<file path="src/rtl/mem_arb_pkg.sv">
// mem_arb_pkg: shared types and constants for the fetch/data memory arbiter.
//   arb_state_e : transaction FSM states (IDLE, REQ, RESP)
//   arb_owner_e : which requester owns the outstanding transaction
`timescale 1ns/1ps
package mem_arb_pkg;

    localparam int unsigned BE_W     = 4;
    localparam int unsigned STREAK_W = 4;

    typedef enum logic [1:0] {
        IDLE = 2'd0,
        REQ  = 2'd1,
        RESP = 2'd2
    } arb_state_e;

    typedef enum logic {
        OWN_IF = 1'b0,
        OWN_D  = 1'b1
    } arb_owner_e;

    // Saturating increment of the data-grant streak counter
    function automatic logic [STREAK_W-1:0] streak_inc(input logic [STREAK_W-1:0] cur,
                                                       input logic [STREAK_W-1:0] max);
        return (cur < max) ? STREAK_W'(cur + STREAK_W'(1)) : max;
    endfunction

endpackage

</file>
<file path="src/rtl/mem_arbiter.sv">
// mem_arbiter: arbitrates an instruction-fetch port and a load/store port onto a
// single memory port, one transaction outstanding at a time.
//   clk, rst                 : clock, asynchronous active-high reset
//   if_req/if_addr           : fetch request in; if_gnt/if_rvalid/if_rdata out
//   d_req/d_we/d_addr/d_wdata/d_be : data request in; d_gnt/d_rvalid/d_rdata out
//   mem_req/mem_we/mem_addr/mem_wdata/mem_be : shared memory request out
//   mem_ready/mem_rvalid/mem_rdata           : shared memory handshake/response in
//   busy                     : a transaction is outstanding
`timescale 1ns/1ps
module mem_arbiter
    import mem_arb_pkg::*;
#(
    parameter int unsigned DATA_WIDTH   = 32,
    parameter int unsigned MAX_D_STREAK = 4
) (
    input  logic                  clk,
    input  logic                  rst,
    input  logic                  if_req,
    input  logic [DATA_WIDTH-1:0] if_addr,
    output logic                  if_gnt,
    output logic                  if_rvalid,
    output logic [DATA_WIDTH-1:0] if_rdata,
    input  logic                  d_req,
    input  logic                  d_we,
    input  logic [DATA_WIDTH-1:0] d_addr,
    input  logic [DATA_WIDTH-1:0] d_wdata,
    input  logic [BE_W-1:0]       d_be,
    output logic                  d_gnt,
    output logic                  d_rvalid,
    output logic [DATA_WIDTH-1:0] d_rdata,
    output logic                  mem_req,
    output logic                  mem_we,
    output logic [DATA_WIDTH-1:0] mem_addr,
    output logic [DATA_WIDTH-1:0] mem_wdata,
    output logic [BE_W-1:0]       mem_be,
    input  logic                  mem_ready,
    input  logic                  mem_rvalid,
    input  logic [DATA_WIDTH-1:0] mem_rdata,
    output logic                  busy
);

    localparam logic [STREAK_W-1:0] STREAK_MAX = STREAK_W'(MAX_D_STREAK);

    arb_state_e            state_q,     state_d;
    arb_owner_e            owner_q,     owner_d;
    logic [STREAK_W-1:0]   streak_q,    streak_d;
    logic                  mem_req_q,   mem_req_d;
    logic                  mem_we_q,    mem_we_d;
    logic [DATA_WIDTH-1:0] mem_addr_q,  mem_addr_d;
    logic [DATA_WIDTH-1:0] mem_wdata_q, mem_wdata_d;
    logic [BE_W-1:0]       mem_be_q,    mem_be_d;
    logic                  if_rvalid_q, if_rvalid_d;
    logic [DATA_WIDTH-1:0] if_rdata_q,  if_rdata_d;
    logic                  d_rvalid_q,  d_rvalid_d;
    logic [DATA_WIDTH-1:0] d_rdata_q,   d_rdata_d;

    logic gnt_if_c;
    logic gnt_d_c;
    logic done_c;

    // Grant decode: data wins unless a waiting fetch has seen a full data streak.
    // Gated by rst so the grants also read zero while reset is held.
    always_comb begin
        gnt_if_c = 1'b0;
        gnt_d_c  = 1'b0;
        if (!rst && state_q == IDLE) begin
            gnt_if_c = if_req && (!d_req || streak_q == STREAK_MAX);
            gnt_d_c  = d_req && !gnt_if_c;
        end
    end

    // Completion: response together with acceptance in REQ, or first response in RESP
    always_comb begin
        done_c = 1'b0;
        if (state_q == REQ) begin
            done_c = mem_ready && mem_rvalid;
        end else if (state_q == RESP) begin
            done_c = mem_rvalid;
        end
    end

    // Next-state and registered-output logic
    always_comb begin
        state_d     = state_q;
        owner_d     = owner_q;
        streak_d    = streak_q;
        mem_req_d   = mem_req_q;
        mem_we_d    = mem_we_q;
        mem_addr_d  = mem_addr_q;
        mem_wdata_d = mem_wdata_q;
        mem_be_d    = mem_be_q;
        if_rvalid_d = 1'b0;
        if_rdata_d  = if_rdata_q;
        d_rvalid_d  = 1'b0;
        d_rdata_d   = d_rdata_q;

        case (state_q)
            IDLE: begin
                if (gnt_if_c) begin
                    state_d     = REQ;
                    owner_d     = OWN_IF;
                    streak_d    = '0;
                    mem_req_d   = 1'b1;
                    mem_we_d    = 1'b0;
                    mem_addr_d  = if_addr;
                    mem_wdata_d = '0;
                    mem_be_d    = BE_W'(4'hF);
                end else if (gnt_d_c) begin
                    state_d     = REQ;
                    owner_d     = OWN_D;
                    streak_d    = if_req ? streak_inc(streak_q, STREAK_MAX) : '0;
                    mem_req_d   = 1'b1;
                    mem_we_d    = d_we;
                    mem_addr_d  = d_addr;
                    mem_wdata_d = d_wdata;
                    mem_be_d    = d_be;
                end else if (!if_req) begin
                    streak_d = '0;
                end
            end
            REQ: begin
                if (mem_ready) begin
                    mem_req_d = 1'b0;
                    state_d   = mem_rvalid ? IDLE : RESP;
                end
            end
            RESP: begin
                if (mem_rvalid) begin
                    state_d = IDLE;
                end
            end
            default: begin
                state_d   = IDLE;
                mem_req_d = 1'b0;
            end
        endcase

        // Route response to the owner; stores keep the previous load data
        if (done_c) begin
            if (owner_q == OWN_IF) begin
                if_rvalid_d = 1'b1;
                if_rdata_d  = mem_rdata;
            end else begin
                d_rvalid_d = 1'b1;
                if (!mem_we_q) begin
                    d_rdata_d = mem_rdata;
                end
            end
        end
    end

    // State register
    always_ff @(posedge clk or posedge rst) begin
        if (rst) begin
            state_q     <= IDLE;
            owner_q     <= OWN_IF;
            streak_q    <= '0;
            mem_req_q   <= 1'b0;
            mem_we_q    <= 1'b0;
            mem_addr_q  <= '0;
            mem_wdata_q <= '0;
            mem_be_q    <= '0;
            if_rvalid_q <= 1'b0;
            if_rdata_q  <= '0;
            d_rvalid_q  <= 1'b0;
            d_rdata_q   <= '0;
        end else begin
            state_q     <= state_d;
            owner_q     <= owner_d;
            streak_q    <= streak_d;
            mem_req_q   <= mem_req_d;
            mem_we_q    <= mem_we_d;
            mem_addr_q  <= mem_addr_d;
            mem_wdata_q <= mem_wdata_d;
            mem_be_q    <= mem_be_d;
            if_rvalid_q <= if_rvalid_d;
            if_rdata_q  <= if_rdata_d;
            d_rvalid_q  <= d_rvalid_d;
            d_rdata_q   <= d_rdata_d;
        end
    end

    assign if_gnt    = gnt_if_c;
    assign d_gnt     = gnt_d_c;
    assign if_rvalid = if_rvalid_q;
    assign if_rdata  = if_rdata_q;
    assign d_rvalid  = d_rvalid_q;
    assign d_rdata   = d_rdata_q;
    assign mem_req   = mem_req_q;
    assign mem_we    = mem_we_q;
    assign mem_addr  = mem_addr_q;
    assign mem_wdata = mem_wdata_q;
    assign mem_be    = mem_be_q;
    assign busy      = (state_q != IDLE);

endmodule

</file>
<file path="config.mk">
export PLATFORM = sky130hd
export DESIGN_NAME = mem_arbiter
export DESIGN_NICKNAME = d
export VERILOG_FILES = /design/src/rtl/mem_arb_pkg.sv /design/src/rtl/mem_arbiter.sv
export SDC_FILE = /design/constraint.sdc
export NUM_CORES = 1
export LEC_CHECK = 0
export CAP_MARGIN = 20
export CORE_MARGIN = 3
export CORE_UTILIZATION = 40
export DETAILED_ROUTE_END_ITERATION = 7
export GPL_TIMING_DRIVEN = 0
export MAX_ROUTING_LAYER = met4
export PLACE_DENSITY_LB_ADDON = 0.2
export RECOVER_POWER = 50
export SLEW_MARGIN = 20
export SYNTH_ARGS = -nofsm -noshare
export SYNTH_HDL_FRONTEND = slang
export SYNTH_SLANG_ARGS = --single-unit
</file>
<file path="constraint.sdc">
create_clock -name clk -period 7.5 [get_ports clk]
set_input_delay 1.5 -clock clk [delete_from_list [all_inputs] [get_ports clk]]
set_output_delay 1.5 -clock clk [all_outputs]
set_load 0.05 [all_outputs]
</file>
Fig. 1: run 1, the metal 1 layer
(3 px per um)
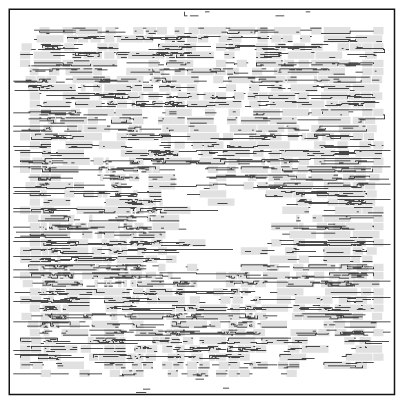
nets with wire on the layer = 729
main direction = horizontal
share of all routed wire = 41%

Fig. 2: run 1, metal 2
(4 px per um)
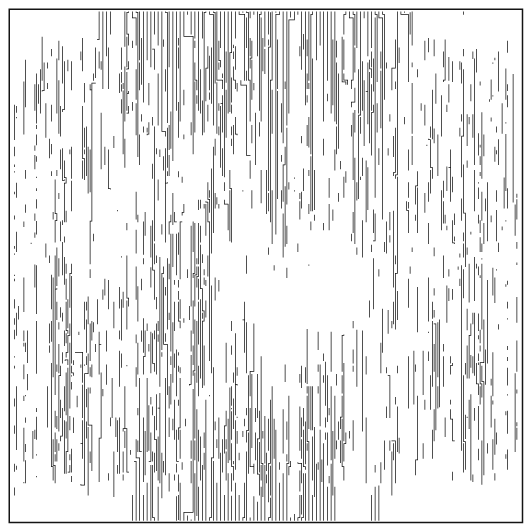
main direction = vertical
longest straight run = 54.9 um
nets with wire on the layer = 793
wire length on this layer = 8650 um

Fig. 3: run 1, met3 routing
(2 px per um)
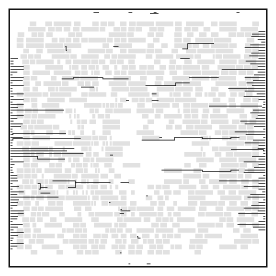
longest straight run = 36.1 um
share of all routed wire = 7.0%
nets with wire on the layer = 161

Fig. 4: run 1, met4 routing
(2 px per um)
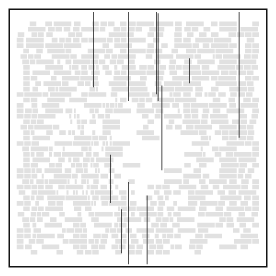
main direction = vertical
nets with wire on the layer = 9
wire length on this layer = 403 um

==> flow_summary_export.csv, run 1 <==
group,metric,value,unit
status,status,"complete, but fails checks",
status,violations,"capacitance limit, slew limit",
clock_tree,htreeDepth,4,
drt,vias,4696,
final_timing,worst_slew_pin_slew,3.00,ns
logic_synthesis,post_synth_instance_area,5950,sq um
finish,fill_cells,1042,
logic_synthesis,yosys_warnings,0,
critical_path,r2r_end,"mem_addr[0]",
final_timing,fmax,0.167,GHz
clock_tree,ctsHoldBuffers,0,
drt,drt-met1-wl,7130,um
critical_path,worstSetupStartpointType,"input port",
drt,wl_met2,8650,um
logic_synthesis,xor_area_share,0,%
place,io_buffer_count,276,
logic_synthesis,postSynthAreaPerCell,14.4,sq um
floorplanning,core,14200,sq um
global_routing,grt_max_degree,77,
finish,bufAreaShareNonClock,30.4,%
global_routing,first_global_vias,5051,
critical_path,crit_start,"rst",
critical_path,crit_path_end_kind,"output port",
hold_path,hp-class,"flip-flop to flip-flop",
finish,drive_gt1_share,15.5,%
critical_path,cp_num_cells,6,
critical_path,critPathRequiredTime,6.00,ns
clock_tree,cts_resized,0,
finish,seq_area,3580,sq um
logic_synthesis,synth-edff-count,0,
final_timing,max_slew_margin,-101,%
final_timing,period_used_share,80.1,%
clock_tree,cts_root_buf,"clkbuf_16",
finish,inverters_excl_clock,8,
logic_synthesis,topCellsByArea,"dfrtp_1 (60%), mux2_2 (6.4%), o221a_2 (6.1%)",
global_routing,gr-usage-met3,6.63,%
logic_synthesis,synth.top_cell.area_share,60.2,%
floorplanning,ioPinCount,278,
finish,layout_top_cells,"clkdlybuf4s50_1 (257), dfrtp_1 (143), mux2_2 (34)",
global_routing,grt-ovfl-total,0,
place,place_congestion,0.827,
job,drv_cap,2,
final_timing,fin_skew,0.00457,ns
drt,routed_wl,17400,um
critical_path,cp_cell_sequence,"dlygate4sd3_1 -> nor3_1 -> nand3_1 -> inv_1 -> buf_2 -> clkdlybuf4s50_1",
critical_path,crit_type,"input port to output port",
drt,drt-pass1-iter-count,4,
clock_tree,cts-buffers-inserted,17,
logic_synthesis,ys_seq_share,60.2,%
global_routing,grtUsageMet2,35.2,%
drt,via_per_inst,5.19,
critical_path,critical_path.max_fanout,10,
logic_synthesis,top_cell,"dfrtp_1",
job,warnings,27,
drt,wl_met3,1210,um
logic_synthesis,simple_gate_share,9.57,%
finish,buffers,311,
logic_synthesis,synthDistinctLibCells,37,
clock_tree,cts_max_path_buffers,2,
logic_synthesis,mappedNetlistNets,555,
final_timing,final.setup.tns,0,ns
floorplanning,die_area,16400,sq um
logic_synthesis,synthTopCellsByCount,"dfrtp_1 (143), mux2_2 (34), a22o_1 (33), nand2b_1 (33), nand4b_1 (33)",
finish,logic_gates,229,
global_routing,antenna_found_initial,1,
clock_tree,cts_tree,"done",
finish,nFlopsAndLatches,143,
final_timing,slew_viol_final,146,
finish,fin_util,67.3,%
hold_path,min_to,"d_rdata[13]",
finish,seq_area_share,37.4,%
global_routing,grtUsageMet1,26.2,%
drt,postRouteAntennaNets,0,
logic_synthesis,ys_chip_area,5950,sq um
critical_path,max_stage_delay,0.83,ns
pwr,cellLeakagePower,3.95,nW
finish,clkbuf_count,19,
finish,comb_area_share,22.1,%
logic_synthesis,largest_area_cell,"dfrtp_1",
[run 1: through the flow]
| step | cells | area, sq um | setup slack, ns | power (mW) |
|---|---|---|---|---|
| final | 904 | 9560 | 1.50 | 4.36 |
| after global placement | 870 | 8940 | 0.304 | 3.42 |
| after CTS | 903 | 9670 | 1.85 | 4.47 |
| after floorplan | 414 | 5950 | 2.16 | 2.65 |
| after global routing | 904 | 9560 | 1.31 | 4.53 |
| after detailed placement | 871 | 8970 | 1.86 | 3.45 |
[run 1: power breakdown]
part / internal (mW) / leakage, nW / total [mW] / switching [mW]
Combinational: 0.769 / 1.90 / 2.14 / 1.37
Clock: 0.669 / 0.338 / 0.998 / 0.329
Sequential: 1.06 / 1.72 / 1.23 / 0.164
Total: 2.50 / 3.95 / 4.36 / 1.86
==> run 2, diff against run 1 <==
Settings changed: CORE_UTILIZATION 40 to 37.
Clock period 7.5 ns to 4.9 ns, I/O delays scaled along.
==> flow_summary_export.csv, run 2 <==
group,metric,value,unit
global_routing,grtUsageMet1,26.0,%
drt,drt-met1-wl,7420,um
floorplanning,ioPinCount,278,
finish,drive_gt1_share,15.7,%
finish,buffers,311,
logic_synthesis,synthTopCellsByCount,"dfrtp_1 (143), mux2_2 (34), a22o_1 (33), nand2b_1 (33), nand4b_1 (33)",
clock_tree,cts_max_path_buffers,2,
global_routing,gr-usage-met3,5.59,%
critical_path,critPathRequiredTime,3.92,ns
logic_synthesis,ys_seq_share,60.2,%
finish,clkbuf_count,19,
pwr,intPower,3.67,mW
final_timing,slew_viol_final,73,
finish,seq_area_share,37.5,%
place,place_inst,902,
drt,drt-pass1-iter-count,6,
final_timing,worst_slack,0.238,ns
critical_path,max_stage_delay,0.84,ns
critical_path,crit_type,"input port to output port",
logic_synthesis,postSynthAreaPerCell,14.4,sq um
critical_path,worstSetupStartpointType,"input port",
clock_tree,cts_tree,"done",
drt,vias,4741,
drt,via_per_inst,5.08,
pwr,clkPwrFrac,20.9,%
logic_synthesis,synth.top_cell.area_share,60.2,%
status,status,"complete, but fails checks",
floorplanning,core,15500,sq um
drt,postRouteAntennaNets,0,
final_timing,final.setup.tns,0,ns
logic_synthesis,top_cell,"dfrtp_1",
pwr,finalPower,6.51,mW
finish,seq_area,3580,sq um
global_routing,grtUsageMet2,32.4,%
place,place_congestion,0.804,
global_routing,antenna_found_initial,1,
logic_synthesis,largest_area_cell,"dfrtp_1",
final_timing,fin_skew,0.0101,ns
place,dp_slack,0.234,ns
place,io_buffer_count,276,
logic_synthesis,xor_area_share,0,%
logic_synthesis,post_synth_instance_area,5950,sq um
pwr,pg_seq,1.88,mW
logic_synthesis,topCellsByArea,"dfrtp_1 (60%), mux2_2 (6.4%), o221a_2 (6.1%)",
pwr,swShare,43.7,%
finish,comb_area_share,22.2,%
critical_path,critical_path.max_fanout,10,
finish,inverters_excl_clock,8,
floorplanning,core_util_floorplan,38.4,%
finish,nFlopsAndLatches,143,
finish,design_area,9550,sq um
logic_synthesis,ys_chip_area,5950,sq um
global_routing,grt-ovfl-total,0,
drt,wl_met3,1140,um
critical_path,cpMaxStageDelayCell,"clkdlybuf4s50_1",
status,violations,"capacitance limit, slew limit",
pwr,combPwrFrac,50.2,%
finish,layout_top_cells,"clkdlybuf4s50_1 (247), dfrtp_1 (143), mux2_2 (34)",
finish,bufAreaShareNonClock,30.7,%
clock_tree,htreeDepth,4,
final_timing,period_used_share,95.1,%
clock_tree,cts_resized,0,
job,warnings,27,
pwr,powerClk,1.36,mW
final_timing,max_slew_margin,-83.9,%
place,place_area,9010,sq um
logic_synthesis,mappedNetlistNets,555,
finish,logic_gates,229,
logic_synthesis,synthTopLogicFamily,"AND-OR/OR-AND gates",
finish,area_delta_synth_final,60.5,%
pwr,power.share.sequential,28.9,%
final_timing,fmax,0.214,GHz
finish,fin_util,61.7,%
logic_synthesis,simple_gate_share,9.57,%
finish,layout.cells.non_filler,934,
finish,fill_cells,1209,
hold_path,hp-class,"flip-flop to flip-flop",
final_timing,hold_slack,0.483,ns
floorplanning,die_area,17600,sq um
logic_synthesis,synth-edff-count,0,
pwr,comb-power,3.27,mW
critical_path,crit_path_end_kind,"output port",
global_routing,first_global_vias,5219,
clock_tree,cts-buffers-inserted,17,
final_timing,worst_slew_pin_slew,2.76,ns
job,drv_cap,1,
pwr,power-top-group,"combinational cells",
logic_synthesis,yosys_warnings,0,
drt,wl_met2,8410,um
critical_path,cp_cell_sequence,"dlygate4sd3_1 -> nor3_2 -> nand3_1 -> inv_2 -> buf_2 -> clkdlybuf4s50_1",
[run 2: final timing paths]
kind / start / endpoint / slack [ns] / cells after the start
min reg2reg: d_rdata[16] / d_rdata[16] / 0.48 / 1
max in group asynchronous: rst / mem_be[1] / 1.23 / 2
max: rst / d_gnt / 0.24 / 6
min in group asynchronous: rst / state_q[1] / 2.10 / 2
min: d_rdata[16] / d_rdata[16] / 0.48 / 1
max reg2reg: state_q[1] / if_rdata[15] / 2.48 / 4
[run 2: logic make-up (layout without fill, tap and decap cells)]
kind of cell	count (synthesis)	in the layout
compound gates	84	84
fa+ha+maj	2	2
buf+inv	42	350
flops	143	143
mux	64	64
other cells	0	1
simple gates	79	79
Fig. 5: run 2, met4 routing
(2 px per um)
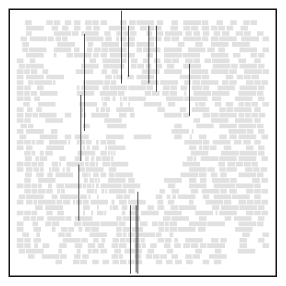
share of all routed wire = 2.1%
main direction = vertical
nets with wire on the layer = 9

Fig. 6: run 2, congestion heat map
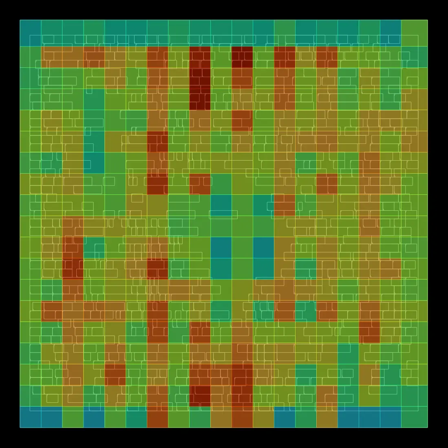
busiest grt layer: met2
Total Routing Usage GR: 20.7%

Fig. 7: run 2, the metal 1 layer
(3 px per um)
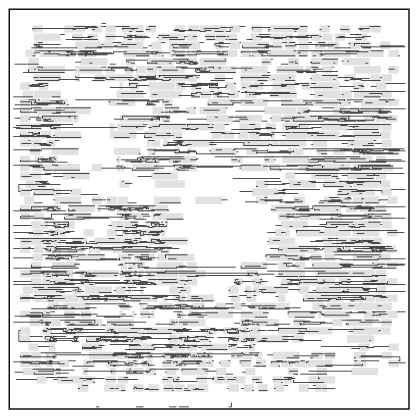
main direction = horizontal
longest straight run = 60.3 um
nets with wire on the layer = 748

Fig. 8: run 2, met3 routing
(2 px per um)
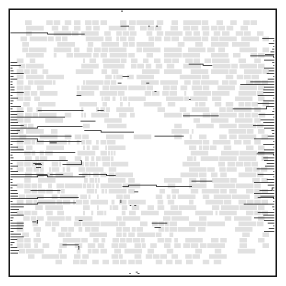

==> run 3, diff against run 2 <==
Clock period 4.9 ns to 4.1 ns, I/O delays scaled along.
Fig. 9: run 3, met3 routing
(2 px per um)
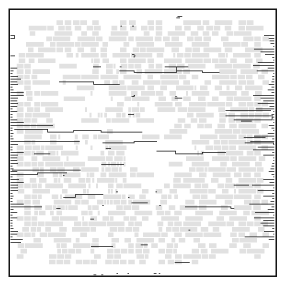
wire length on this layer = 1040 um
longest straight run = 34.3 um
nets with wire on the layer = 166

Fig. 10: run 3, metal 2
(4 px per um)
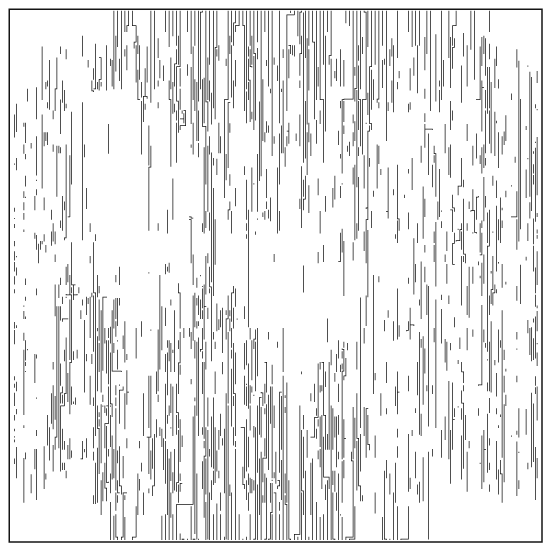
nets with wire on the layer = 797
share of all routed wire = 50%
longest straight run = 45.0 um

Fig. 11: run 3, the metal 1 layer
(3 px per um)
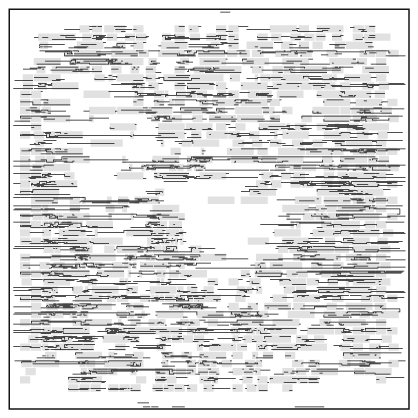
main direction = horizontal
longest straight run = 61.2 um
nets with wire on the layer = 763

==> flow_summary_export.csv, run 3 <==
group,metric,value,unit
finish,seq_area,3580,sq um
logic_synthesis,yosys_warnings,0,
status,status,"complete, but fails checks",
pwr,pg_seq,2.24,mW
logic_synthesis,ys_seq_share,60.2,%
drt,wl_met2,8740,um
hold_path,hold_depth,1,
clock_tree,cts_max_path_buffers,2,
drt,routed_wl,17600,um
pwr,powerClk,1.67,mW
critical_path,cpMaxStageDelayCell,"dlygate4sd3_1",
pwr,combPwrFrac,50.2,%
hold_path,hold_start,"mem_be[3]",
place,place_congestion,0.798,
final_timing,slew_viol_final,61,
critical_path,regToRegStartpoint,"state_q[1]",
place,io_buffer_count,276,
final_timing,worst_slew_pin_slew,1.91,ns
logic_synthesis,post_synth_instance_area,5950,sq um
critical_path,crit_start,"rst",
job,warnings,27,
place,dp_slack,-0.165,ns
global_routing,grt_max_degree,35,
pwr,intPower,4.45,mW
logic_synthesis,synth.top_cell.area_share,60.2,%
status,violations,"capacitance limit, slew limit",
clock_tree,htreeDepth,4,
floorplanning,core_util_floorplan,38.4,%
critical_path,crit_path_end_kind,"output port",
final_timing,worst_slack,0.279,ns
global_routing,grt_usage,21.1,%
logic_synthesis,postSynthAreaPerCell,14.4,sq um
floorplanning,die_area,17600,sq um
finish,drive_gt1_share,15.4,%
job,drv_cap,2,
logic_synthesis,synthDistinctLibCells,37,
final_timing,hold_slack,0.483,ns
drt,drt-pass1-iter-count,4,
pwr,clkPwrFrac,21.2,%
finish,design_area,9590,sq um
finish,area_delta_synth_final,61.2,%
clock_tree,cts_root_buf,"clkbuf_16",
logic_synthesis,mappedNetlistNets,555,
critical_path,critPathRequiredTime,3.28,ns
pwr,swShare,43.3,%
drt,drt-met1-wl,7400,um
global_routing,grt-ovfl-total,0,
pwr,cellLeakagePower,3.95,nW
floorplanning,ioPinCount,278,
global_routing,grtUsageMet1,26.5,%
logic_synthesis,synth-edff-count,0,
final_timing,period_used_share,93.2,%
critical_path,r2r_cells,4,
pwr,finalPower,7.84,mW
clock_tree,cts_tree,"done",
logic_synthesis,topCellsByArea,"dfrtp_1 (60%), mux2_2 (6.4%), o221a_2 (6.1%)",
global_routing,grtUsageMet2,32.8,%
logic_synthesis,top_cell,"dfrtp_1",
pwr,power_switching,3.40,mW
final_timing,fmax,0.262,GHz
pwr,power.share.sequential,28.6,%
clock_tree,ctsHoldBuffers,0,
clock_tree,cts-buffers-inserted,17,
logic_synthesis,synthTopCellsByCount,"dfrtp_1 (143), mux2_2 (34), a22o_1 (33), nand2b_1 (33), nand4b_1 (33)",
global_routing,gr-usage-met3,6.01,%
## run 3: cell count changes in the layout (fill, tap and decap cells not counted), sizes merged
cell / previous run / this run
dlygate4sd3: 29 / 16
clkbuf: 39 / 50
clkdlybuf4s50: 247 / 258
buf: 15 / 12
dlygate4sd2: 0 / 2
inv: 10 / 8
clkinv: 4 / 3
clkinvlp: 2 / 1
diode: 1 / 0
## run 3: area by class of cell
cell class                      instances  area share, %
Clock buffer                           24           5.13
Sequential cell                       143           37.3
Clock inverter                          8           1.58
Multi-Input combinational cell        229           22.2
Timing Repair Buffer                  280           29.3
Buffer                                 34           1.44
Tap cell                              211           2.75
Inverter                                8          0.326
## run 3: repair_timing
action                                  CTS  global route
endpoints found under the setup margin    2             1
resized                                   2             2
hold endpoints to repair                  0             0
buffers inserted                          0             0
Power is estimated from default activity; no workload was simulated.
